**Run 1: logic cells by family**

Drawn at 3 px/um.
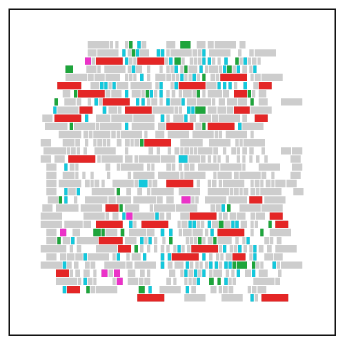
**Run 1: signal wires by layer**

Drawn at 3 px/um. Two of the layers only.
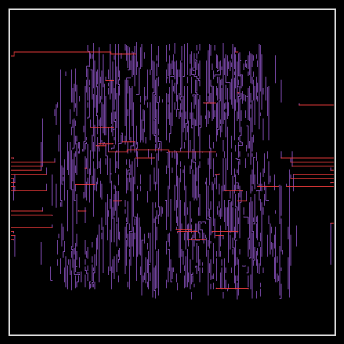
**Run 1: routed metal per tile**

Drawn at 2 px/um. 22 x 22 tiles, from dark purple (low) to yellow (high), scaled to the fullest tile. Values are wire area over tile area, all layers added.
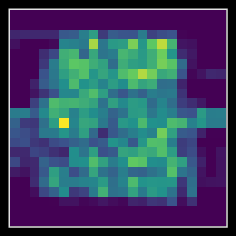
**Run 1: layout detail**

Window x 39 to 69, y 39 to 69 um. Cells in grey, sequential cells in the stronger grey; small squares are vias.
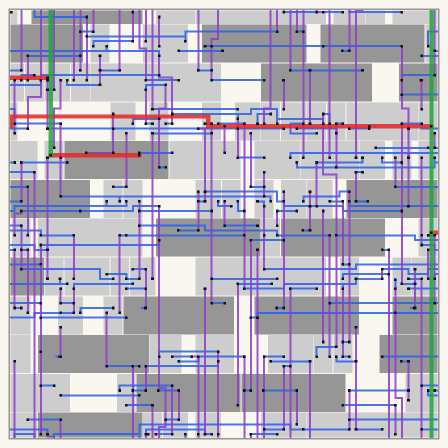
--- src/rtl/pll_frac_clkgen.sv ---
// Multi-channel fractional clock-enable generator: one phase accumulator per channel, relock on rate change.
// Optional PLL_FRAC_SQUARE_EN adds a per-channel square output (accumulator MSB).

module pll_frac_ch #(
  parameter int ACC_W    = 16,
  parameter int INIT_INC = 1
) (
  input  logic             clock,
  input  logic             reset,
  input  logic             run,
  input  logic             load,
  input  logic [ACC_W-1:0] load_inc,
`ifdef PLL_FRAC_SQUARE_EN
  output logic             msb,
`endif
  output logic             ce
);
  logic [ACC_W-1:0] acc;
  logic [ACC_W-1:0] inc;
  logic [ACC_W:0]   sum;

  assign sum = {1'b0, acc} + {1'b0, inc};

  // Accumulator is held at zero whenever not running so every channel restarts in phase.
  always_ff @(posedge clock) begin
    if (reset) begin
      acc <= '0;
      inc <= ACC_W'(INIT_INC);
      ce  <= 1'b0;
    end else begin
      if (load) inc <= load_inc;
      if (run) begin
        acc <= sum[ACC_W-1:0];
        ce  <= sum[ACC_W];
      end else begin
        acc <= '0;
        ce  <= 1'b0;
      end
    end
  end

`ifdef PLL_FRAC_SQUARE_EN
  assign msb = acc[ACC_W-1];
`endif
endmodule

module pll_frac_clkgen #(
  parameter int NCH         = 2,
  parameter int ACC_W       = 16,
  parameter int INIT_INC    = 1,
  parameter int LOCK_CYCLES = 16
) (
  input  logic             clock,
  input  logic             reset,
  input  logic             cfg_valid,
  output logic             cfg_ready,
  input  logic [2:0]       cfg_ch,
  input  logic [ACC_W-1:0] cfg_inc,
  output logic [NCH-1:0]   ce,
`ifdef PLL_FRAC_SQUARE_EN
  output logic [NCH-1:0]   square,
`endif
  output logic             locked
);
  localparam int LCW = $clog2(LOCK_CYCLES + 1);

  typedef enum logic {RELOCK, LOCKED} state_t;

  state_t         state, state_nx;
  logic [LCW-1:0] lock_cnt, lock_cnt_nx;
  logic           hit;
  logic           run;

  assign cfg_ready = (state == LOCKED);
  assign locked    = (state == LOCKED);
  // Writes to channels that do not exist complete the handshake but are dropped.
  assign hit = cfg_valid && cfg_ready && ({1'b0, cfg_ch} < 4'(NCH));
  assign run = (state == LOCKED) && !hit;

  always_ff @(posedge clock) begin
    if (reset) begin
      state    <= RELOCK;
      lock_cnt <= LCW'(LOCK_CYCLES);
    end else begin
      state    <= state_nx;
      lock_cnt <= lock_cnt_nx;
    end
  end

  always_comb begin
    state_nx    = state;
    lock_cnt_nx = lock_cnt;
    case (state)
      RELOCK: begin
        lock_cnt_nx = lock_cnt - 1'b1;
        if (lock_cnt == LCW'(1)) state_nx = LOCKED;
      end
      LOCKED: begin
        if (hit) begin
          state_nx    = RELOCK;
          lock_cnt_nx = LCW'(LOCK_CYCLES);
        end
      end
      default: state_nx = RELOCK;
    endcase
  end

`ifdef PLL_FRAC_SQUARE_EN
  logic [NCH-1:0] msb;
  assign square = {NCH{locked}} & msb;
`endif

  for (genvar c = 0; c < NCH; c++) begin : g_ch
    pll_frac_ch #(.ACC_W(ACC_W), .INIT_INC(INIT_INC)) u_ch (
      .clock    (clock),
      .reset    (reset),
      .run      (run),
      .load     (hit && (cfg_ch == 3'(c))),
      .load_inc (cfg_inc),
`ifdef PLL_FRAC_SQUARE_EN
      .msb      (msb[c]),
`endif
      .ce       (ce[c])
    );
  end
endmodule
--- config.mk ---
export PLATFORM = sky130hd
export DESIGN_NAME = pll_frac_clkgen
export DESIGN_NICKNAME = d
export VERILOG_FILES = /design/src/rtl/pll_frac_clkgen.sv
export SDC_FILE = /design/constraint.sdc
export NUM_CORES = 1
export LEC_CHECK = 0
export ABC_AREA = 1
export CORE_MARGIN = 10
export CORE_UTILIZATION = 54
export DETAILED_ROUTE_END_ITERATION = 10
export PLACE_DENSITY = 0.76
export SLEW_MARGIN = 15
export SYNTH_ARGS = -nofsm -noshare
export SYNTH_HDL_FRONTEND = slang
export SYNTH_SLANG_ARGS = --single-unit
--- constraint.sdc ---
create_clock -name clock -period 1.7 [get_ports clock]
set_clock_uncertainty 0.15 [all_clocks]
set_input_delay 0.34 -clock clock [delete_from_list [all_inputs] [get_ports clock]]
set_output_delay 0.34 -clock clock [all_outputs]
set_load 0.1 [all_outputs]
==> results_dict.tcl, run 1 <==
# yosys + openroad results
set metrics [dict create \
    status "finished with violations" \
    violations "setup timing" \
    power_uw 3170 \
    hp-class "reg -> reg" \
    relSlewSlack_pct 79.1 \
    yosys_warnings 0 \
    port_buffers 25 \
    met2_length_um 5010 \
    die_area_um2 11700 \
    grt_max_degree 31 \
    cp_max_fo 3 \
    crit_cells 10 \
    nets 717 \
    synthTopLogicFamily "simple AND/OR/NAND/NOR gates" \
    crit_path_frequent_cell "nand2_4" \
    synth-seq-cells 72 \
    grt_pass1_vias 3618 \
    powerDensity_nw_per_um2 592 \
    die_w_um 108 \
    dp.cells 746 \
    ctsHoldBuffers 0 \
    r2r_slack_ns -0.09 \
    final_cell_mix "199 x nand2_1, 94 x inv_1, 59 x dfxtp_1" \
    rsz0062_at_grt "true" \
    hold_ws_ns 0.328 \
    synth-xor-area-share_pct 0.417 \
    num_rows 32 \
    syn_avg_cell_area_um2 6.73 \
    place_area_um2 4630 \
    simple_gate_area_share_pct 30.8 \
    clock_sinks 72 \
    ys_area_um2 4200 \
    r2r-start "g_ch[1].u_ch.inc[0]$_SDFFE_PP1P_" \
    hold_viol_final 0 \
    cts_root_buf "clkbuf_8" \
    warning_count 29 \
    overflow 0 \
    post-route-drc-count 0 \
    firstDrtPassIters 4 \
    ios 26 \
    antenna_found_initial 0 \
    required_ns 1.79 \
    yosys.cell_types.count 34 \
    path_clk_slew_ns 0.07 \
    worst-path-buf-inv 0 \
    place_congestion 0.845 \
    fp.coreArea_um2 7650 \
    m1WireLength_um 4530 \
    cp-startpoint "g_ch[1].u_ch.inc[0]$_SDFFE_PP1P_" \
    synthAdderAreaFrac_pct 11.1 \
    postLayoutCoreUtil_pct 70.1 \
    finalSetupTns_ns -0.647 \
    top_layer_used "met4" \
    synth-seq-area-share_pct 34.3 \
    clock_path_buffers 2 \
    insertion_delay_ns 0.35 \
    h-tree-depth 3 \
    route.met3.wl_um 384 \
    max_freq_ghz 0.560 \
    detail-route-antenna-nets 0 \
    ir_drop_mv 0.387 \
    dp_hpwl_um 6780 \
    leakagePower_uw 0.00231 \
    fp_util_pct 54.9 \
    setup_violations 12 \
    preCtsSetupSlack_ns -0.224 \
    setup_slack_ns -0.0871 \
    area_growth_pct 27.7 \
    viasPerCell 5.12 \
    design_area_um2 5360 \
    n_antenna_cell 0 \
    drt_iter0_drc 116 \
]
-- 'logic cells by family' (at the start) --
colour	family	cells
green	NOR gates	41
cyan	inverters	100
red	adder and majority cells	36
magenta	AND and OR gates	7
Top cell excl fill/tap: nand2_1
logic share of the area: 52.0%
Finished Layout Cells: 765

-- 'signal wires by layer' (at the start) --
colour	layer	wire length
purple	metal 2	5010 um
red	metal 3	385 um
Total Routing Usage GR: 15.9%
vias: 3914
DR WL/cell: 13.2 um

-- 'routed metal per tile' (at the start) --
densest ninth of the die	centre
fullest tile	0.51
emptiest ninth of the die	south-west
Detailed Route WL: 10100 um

-- 'layout detail' (at the start) --
colour	layer
blue	metal 1
purple	metal 2
green	metal 4
red	metal 3
most frequent	nand2_1 (26), a21oi_1 (16), dfxtp_1 (12)
sequential cells in the window	16
netlist names of flops here include	g_ch.u_ch.inc (10), g_ch.u_ch.acc (6)
cells with their middle in the window	78

==> run 1: layer usage <==
metal	vias up	GRT usage [%]
met5	-	0
met4	0	5.63
met3	16	3.93
met2	63	25.9
met1	1803	20.0
li1	2032	-
==> run 1: cell type report <==
| type | instances | area, um2 |
|---|---|---|
| Multi-Input combinational cell | 438 | 2790 |
| Fill cell | 614 | 2290 |
| Sequential cell | 72 | 1460 |
| Timing Repair Buffer | 38 | 442 |
| Inverter | 100 | 385 |
| Clock buffer | 14 | 153 |
| Tap cell | 102 | 128 |
| Clock inverter | 1 | 5.00 |
==> run 1: where the power goes <==
group | switching, uW | leakage, uW | internal [uW] | total [uW]
registers | 24.3 | 0.000586 | 1720 | 1740
clock network | 621 | 0.0000805 | 563 | 1180
logic | 133 | 0.00164 | 112 | 244
total | 778 | 0.00231 | 2390 | 3170
==> run 1: synthesized netlist by cell type <==
library cell  number  area [um2]
a211oi_1           1        7.51
a21o_1             1        7.51
a21oi_1           63         315
a21oi_2           13         114
and2_1             1        6.26
and3_1             1        6.26
buf_2              3        15.0
buf_4              5        37.5
buf_6              3        33.8
clkbuf_1           3        11.3
clkinv_1           1        3.75
clkinv_4           2        17.5
dfxtp_1           72        1440
fa_1               2        40.0
ha_1              34         425
inv_1             96         360
inv_2              1        3.75
nand2_1          225         845
nand2_4            2        22.5
nand3_1           30         150
nand3_4            1        17.5
nand3b_1           2        15.0
nand4_1            5        31.3
nor2_1            33         124
nor3_1             6        30.0
nor3b_1            2        15.0
o211ai_1           1        7.51
o21ai_0            5        25.0
o21ai_1            1        5.00
o22ai_1            1        6.26
o31ai_1            1        7.51
or2_1              3        18.8
or2_2              2        12.5
xor2_1             2        17.5
==> run 1: what timing repair did <==
action                     in CTS  in global routing
pin swaps                       1                 21
gates resized                  18                 87
setup endpoints to repair      14                 24
setup buffers                   0                  4
==> run 1: cells by family after synthesis <==
kind of cell	Yosys count
AOI/OAI and AO/OA	87
xor gates and xnor gates	2
adders and majority gates	36
buffers and inverters	114
DFF	72
and+or+nand+nor	313
==> run 1: registers in the layout, indices dropped and copies added (netlist names) <==
name / count
cfg_ready: 1
g_ch.u_ch.acc: 32
g_ch.u_ch.ce: 2
g_ch.u_ch.inc: 32
lock_cnt: 5
==> run 1: how the worst min path moves through the flow <==
stage / startpoint / endpoint / slack, ns / cells after the start
2_1_floorplan: lock_cnt[4]$_SDFFE_PP1P_ / cfg_ready$_SDFF_PP0_ / 0.27 / 1
3_3_place_gp: lock_cnt[3]$_SDFFE_PP0P_ / lock_cnt[3]$_SDFFE_PP0P_ / 0.31 / 2
3_5_place_dp: lock_cnt[4]$_SDFFE_PP1P_ / cfg_ready$_SDFF_PP0_ / 0.29 / 1
4_1_cts: g_ch[0].u_ch.inc[10]$_SDFFE_PP0P_ / g_ch[0].u_ch.inc[10]$_SDFFE_PP0P_ / 0.32 / 2
5_1_grt: g_ch[0].u_ch.inc[15]$_SDFFE_PP0P_ / g_ch[0].u_ch.inc[15]$_SDFFE_PP0P_ / 0.35 / 2
6_report: g_ch[0].u_ch.inc[12]$_SDFFE_PP0P_ / g_ch[0].u_ch.inc[12]$_SDFFE_PP0P_ / 0.33 / 2
==> run 2, diff against run 1 <==
--- a/config.mk
+++ b/config.mk
@@ -7,9 +7,9 @@
 export LEC_CHECK = 0
 export ABC_AREA = 1
 export CORE_MARGIN = 10
-export CORE_UTILIZATION = 54
+export CORE_UTILIZATION = 55
 export DETAILED_ROUTE_END_ITERATION = 10
-export PLACE_DENSITY = 0.76
+export PLACE_DENSITY = 0.75
 export SLEW_MARGIN = 15
 export SYNTH_ARGS = -nofsm -noshare
 export SYNTH_HDL_FRONTEND = slang
==> constraint.sdc (replaced) <==
create_clock -name clock -period 2.15 [get_ports clock]
set_clock_uncertainty 0.15 [all_clocks]
set_input_delay 0.43 -clock clock [delete_from_list [all_inputs] [get_ports clock]]
set_output_delay 0.43 -clock clock [all_outputs]
set_load 0.1 [all_outputs]
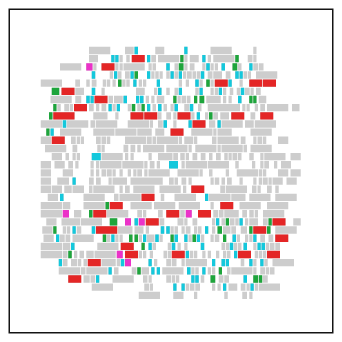
**Above:** run 2 (logic cells by family).
Drawn at 3 px/um.
colour	family	cells
green	NOR gates	41
cyan	inverters	100
red	adder and majority cells	36
magenta	AND and OR gates	7
logic share of the area: 47.6%
Finished Layout Cells: 755

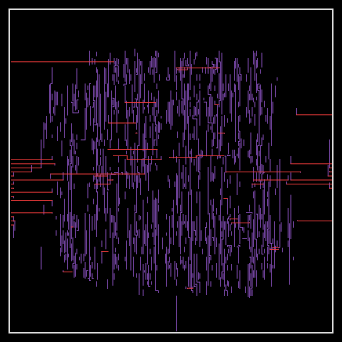
**Above:** run 2 (signal wires by layer).
Drawn at 3 px/um. Two of the layers only.
colour	layer	wire length
purple	metal 2	3980 um
red	metal 3	406 um
Detailed Route WL: 8760 um
Total Routing Usage GR: 15.8%
DR WL/cell: 11.6 um
vias: 3836

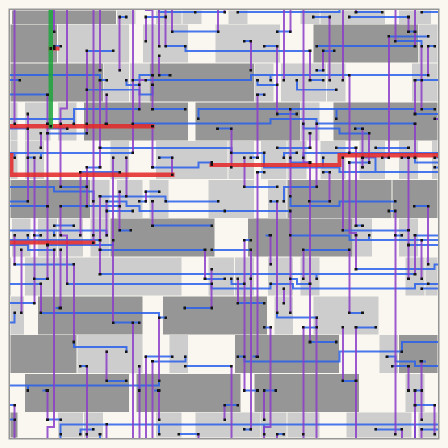
**Above:** run 2 (layout detail).
Window x 39 to 69, y 39 to 69 um. Cells in grey, sequential cells in the stronger grey; small squares are vias.
colour	layer
green	metal 4
blue	metal 1
red	metal 3
purple	metal 2
most frequent	nand2_1 (25), dfxtp_1 (17), a21oi_1 (15)
sequential cells in the window	17
netlist names of flops here include	g_ch.u_ch.inc (12), g_ch.u_ch.acc (5)
cells with their middle in the window	71

==> run 2 against run 1 <==
Global-route usage shrank 0.16 points. The run now ends clean. Critical path depth down 1. Synthesized area is the same. First-iteration DRC count grew 34%. Sequential share of layout area up 3.0 points. Core utilization decreased by 5.0 points.
==> results_dict.tcl, run 2 <==
# yosys + openroad results
set metrics [dict create \
    yosys.cell_types.count 34 \
    fp_util_pct 57.2 \
    num_rows 31 \
    combGateArea_um2 2270 \
    yosys_warnings 0 \
    top_cells_by_count "225 x nand2_1, 96 x inv_1, 72 x dfxtp_1" \
    finalSetupTns_ns 0 \
    hold_start "g_ch[1].u_ch.inc[14]$_SDFFE_PP0P_" \
    ctsHoldBuffers 0 \
    ios 26 \
    min_period_over_period_pct 90.1 \
    clock_path_buffers 2 \
    fill_cells 659 \
    ys_area_um2 4200 \
    detail-route-antenna-nets 0 \
    overflow 0 \
    r2r_slack_ns 0.21 \
    required_ns 2.27 \
    grt_max_degree 31 \
    syn_avg_cell_area_um2 6.73 \
    synthCells 624 \
    worstHoldPathCells 2 \
    post-route-drc-count 0 \
    place_area_um2 4550 \
    top_cell_area_share_pct 34.3 \
    preCtsSetupSlack_ns 0.106 \
    layout_top_cell "nand2_1" \
    h-tree-depth 3 \
    fp.coreArea_um2 7330 \
    grt_pass1_vias 3570 \
    final_cell_mix "225 x nand2_1, 96 x inv_1, 72 x dfxtp_1" \
    min_to "g_ch[1].u_ch.inc[14]$_SDFFE_PP0P_" \
    antenna_found_initial 0 \
    warning_count 27 \
    leakagePower_uw 0.00223 \
    powerDensity_nw_per_um2 575 \
    path_clk_slew_ns 0.07 \
    firstDrtPassIters 5 \
    die_w_um 107 \
    place_congestion 0.824 \
    post_cts_buffers 0 \
    cts_root_buf "clkbuf_8" \
    synth-seq-cells 72 \
    synthMostInstantiatedCell "nand2_1" \
    viasPerCell 5.08 \
    synth.largest_area_cell "dfxtp_1" \
    ir_drop_mv 0.410 \
    cts_resized 0 \
    r2r-start "g_ch[0].u_ch.inc[0]$_SDFFE_PP1P_" \
    cts_tree "built" \
    hold_viol_final 0 \
    design_area_um2 4770 \
    seqCellArea_um2 1440 \
    clock_sinks 72 \
    dp.cells 739 \
    port_buffers 25 \
    synth-edff-count 0 \
    crit_path_frequent_cell "nand2_1" \
    synth-seq-area-share_pct 34.3 \
    area_growth_pct 13.7 \
    top_regs "g_ch.u_ch.acc x32, g_ch.u_ch.inc x32, lock_cnt x5" \
    rsz0062_at_grt "false" \
    status "finished, final reports clean" \
    drt_iter0_drc 156 \
    insertion_delay_ns 0.34 \
    n_antenna_cell 0 \
    nets 709 \
    hp-class "reg -> reg" \
    setup_violations 0 \
]
run 2: area by class of cell:
class / instances / share of cell area (%)
clock buffers: 10 / 2.88
repair buffers: 30 / 6.87
well taps: 99 / 2.60
clock inverters: 6 / 1.73
inverters: 100 / 8.08
multi-input cells: 438 / 47.6
flip-flops and latches: 72 / 30.2
run 2: power by group:
| group | internal, uW | total [uW] | switching (uW) |
|---|---|---|---|
| combinational | 85.6 | 195 | 109 |
| sequential | 1360 | 1370 | 15.5 |
| clock | 679 | 1180 | 499 |
run 2: metal layers:
layer,vias to the layer above,GRT usage [%],routed length (um)
li1,2022,-,-
met1,1734,19.4,4260
met2,65,26.0,3980
met3,15,4.19,405
met4,0,5.53,120
met5,-,0,0
run 2: kinds of logic after synthesis:
kind of cell / count (synthesis) / synth area share (%)
fa+ha+maj: 36 / 11.1
simple gates: 313 / 30.8
compound gates: 87 / 11.8
buf+inv: 114 / 11.5
xor+xnor: 2 / 0.417
flops: 72 / 34.3
run 2: worst max path at each step:
stage | start | endpoint | slack, ns | depth (start not counted)
finish | g_ch[0].u_ch.inc[0]$_SDFFE_PP1P_ | g_ch[0].u_ch.acc[14]$_SDFF_PP0_ | 0.21 | 9
global route | g_ch[0].u_ch.inc[0]$_SDFFE_PP1P_ | g_ch[0].u_ch.acc[14]$_SDFF_PP0_ | 0.10 | 9
CTS | g_ch[0].u_ch.inc[0]$_SDFFE_PP1P_ | g_ch[0].u_ch.acc[14]$_SDFF_PP0_ | 0.23 | 9
detailed placement | cfg_ch[1] | g_ch[1].u_ch.inc[9]$_SDFFE_PP0P_ | 0.11 | 7
global placement | cfg_ch[1] | g_ch[0].u_ch.inc[14]$_SDFFE_PP0P_ | 0.17 | 7
floorplan | cfg_ready$_SDFF_PP0_ | cfg_ready$_SDFF_PP0_ | 0.06 | 6
run 2: critical path, delay by kind of cell, from the launching register on:
family / cells / cell delay [ns]
adders and majority gates: 2 / 0.62
and+or+nand+nor: 6 / 0.66
AOI/OAI and AO/OA: 1 / 0.14
DFF: 1 / 0.32
run 2: through the flow:
step | hold WS [ns] | util, % | power (uW)
floorplan | 0.285 | - | 1510
global placement | 0.312 | 62.1 | 1590
detailed placement | 0.315 | 62.1 | 1600
CTS | 0.326 | 65.1 | 2780
global route | 0.342 | 65.1 | 2850
finish | 0.324 | 65.1 | 2750
==> run 3, diff against run 2 <==
--- a/config.mk
+++ b/config.mk
@@ -7,9 +7,9 @@
 export LEC_CHECK = 0
 export ABC_AREA = 1
 export CORE_MARGIN = 10
-export CORE_UTILIZATION = 55
+export CORE_UTILIZATION = 25
+export CTS_CLUSTER_DIAMETER = 200
 export DETAILED_ROUTE_END_ITERATION = 10
-export PLACE_DENSITY = 0.75
 export SLEW_MARGIN = 15
 export SYNTH_ARGS = -nofsm -noshare
 export SYNTH_HDL_FRONTEND = slang
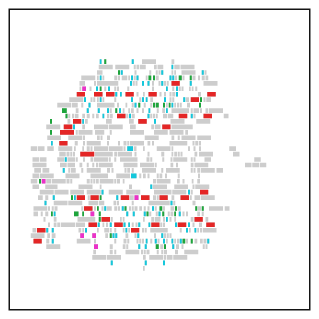
**Above:** run 3 (logic cells by family).
Drawn at 2 px/um.
colour	family	cells
cyan	inverters	100
magenta	AND and OR gates	7
red	adder and majority cells	36
green	NOR gates	41
logic share of the area: 44.9%
Finished Layout Cells: 875

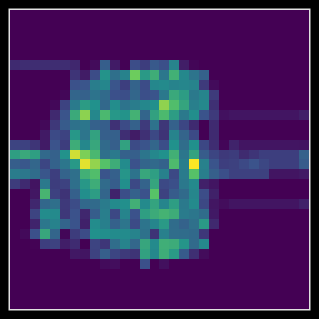
**Above:** run 3 (routed metal per tile).
Drawn at 2 px/um. 30 x 30 tiles, from dark purple (low) to yellow (high), scaled to the fullest tile. Values are wire area over tile area, all layers added.
emptiest ninth of the die	south-east
nearly empty tiles	54%
tiles over half the peak	8.0%
densest ninth of the die	centre
fullest tile	0.45
Detailed Route WL: 9450 um
vias: 3774
DR WL/cell: 10.8 um
Total Routing Usage GR: 8.40%

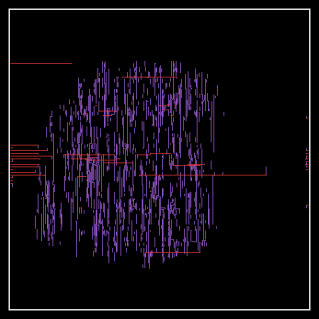
**Above:** run 3 (signal wires by layer).
Drawn at 2 px/um. Two of the layers only.
colour	layer	wire length
purple	metal 2	3980 um
red	metal 3	436 um

==> run 3 against run 2 <==
Worst hold slack worse by 0.00089 ns. Clock power is 53% higher. Synthesized area is the same. Via count down 1.6%. Largest cell class unchanged.
==> results_dict.tcl, run 3 <==
# yosys + openroad results
set metrics [dict create \
    pwr-share-seq_pct 40.8 \
    area_leaders "dfxtp_1 34%, nand2_1 20%, ha_1 10%" \
    synth-edff-count 0 \
    port_buffers 25 \
    area_growth_pct 20.6 \
    synth-seq-cells 72 \
    warning_count 27 \
    synthArstFlopShare_pct 0 \
    clock_path_buffers 2 \
    top_cells_by_count "225 x nand2_1, 96 x inv_1, 72 x dfxtp_1" \
    crit_cells 9 \
    grtUsageMet2_pct 12.8 \
    viasPerCell 4.31 \
    dp_hpwl_um 7150 \
    ir_drop_mv 0.351 \
    path_clk_slew_ns 0.06 \
    r2r-start "g_ch[0].u_ch.inc[0]$_SDFFE_PP1P_" \
    cp-startpoint "g_ch[0].u_ch.inc[0]$_SDFFE_PP1P_" \
    leakagePower_uw 0.00229 \
    cts_tree "built" \
    synth-seq-area-share_pct 34.3 \
    drt_iter0_drc 212 \
    endpoint "g_ch[0].u_ch.acc[14]$_SDFF_PP0_" \
    clock_sinks 72 \
    status "finished, final reports clean" \
    path_delay_family "adder cells" \
    cts_resized 0 \
    clock_power_share_pct 53.5 \
    preCtsSetupSlack_ns 0.101 \
    overflow 0 \
    p_switching_uw 692 \
    hp-class "reg -> reg" \
    power_frac_comb_pct 5.7 \
    met3_usage_pct 1.81 \
    setup_slack_ns 0.208 \
    syn_avg_cell_area_um2 6.73 \
    die_w_um 150 \
    place_congestion 0.798 \
]
[run 3: stage by stage]
stage	instances	total power (uW)	hold WS [ns]	cell area, um2	util (%)
2_1_floorplan	624	1510	0.285	4200	-
6_report	875	3370	0.323	5060	30.6
4_1_cts	875	3410	0.326	5060	30.6
5_1_grt	875	3480	0.341	5060	30.6
3_3_place_gp	859	1600	0.308	4690	28.4
3_5_place_dp	859	1600	0.316	4690	28.4
[run 3: worst min path at each step]
stage	from	to	slack (ns)
6_report	g_ch[1].u_ch.inc[12]$_SDFFE_PP0P_	g_ch[1].u_ch.inc[12]$_SDFFE_PP0P_	0.32
3_5_place_dp	g_ch[0].u_ch.inc[10]$_SDFFE_PP0P_	g_ch[0].u_ch.inc[10]$_SDFFE_PP0P_	0.32
4_1_cts	lock_cnt[4]$_SDFFE_PP1P_	cfg_ready$_SDFF_PP0_	0.33
5_1_grt	g_ch[0].u_ch.inc[10]$_SDFFE_PP0P_	g_ch[0].u_ch.inc[10]$_SDFFE_PP0P_	0.34
2_1_floorplan	lock_cnt[4]$_SDFFE_PP1P_	cfg_ready$_SDFF_PP0_	0.28
3_3_place_gp	lock_cnt[4]$_SDFFE_PP1P_	cfg_ready$_SDFF_PP0_	0.31
[run 3: cells by family after synthesis]
group	share of synthesized area, %
and+or+nand+nor	30.8
xor gates and xnor gates	0.417
buffers and inverters	11.5
AOI/OAI and AO/OA	11.8
adders and majority gates	11.1
DFF	34.3
[run 3: power by group through the flow]
stage	Clock [uW]	Combinational (uW)	Sequential [uW]
final	1800	192	1370
after global routing	1890	215	1380
after CTS	1840	194	1370
after detailed placement	0	193	1400
after global placement	0	194	1400
after floorplan	0	96.7	1410
[run 3: layer usage]
| layer | up-vias | share of wire, % |
|---|---|---|
| li1 | 2016 | - |
| met4 | 0 | 1.4 |
| met3 | 11 | 4.6 |
| met2 | 66 | 42 |
| met5 | - | 0 |
| met1 | 1681 | 52 |
[run 3: final cells by class]
class                      count  area, um2  share of cell area [%]
multi-input combinational    438       2270                    44.9
sequential                    72       1440                    28.5
inverter                     100        385                    7.62
timing repair buffer          29        320                    6.33
tap                          220        275                    5.44
clock buffer                  12        267                    5.27
clock inverter                 4       98.8                    1.95
[run 3: worst register-to-register path: cells and delay by family, from the launching register on]
family          cells  cell delay, ns
flops               1            0.32
compound gates      1            0.14
fa+ha+maj           2            0.65
simple gates        6            0.63
Power and IR drop assume default switching activity.
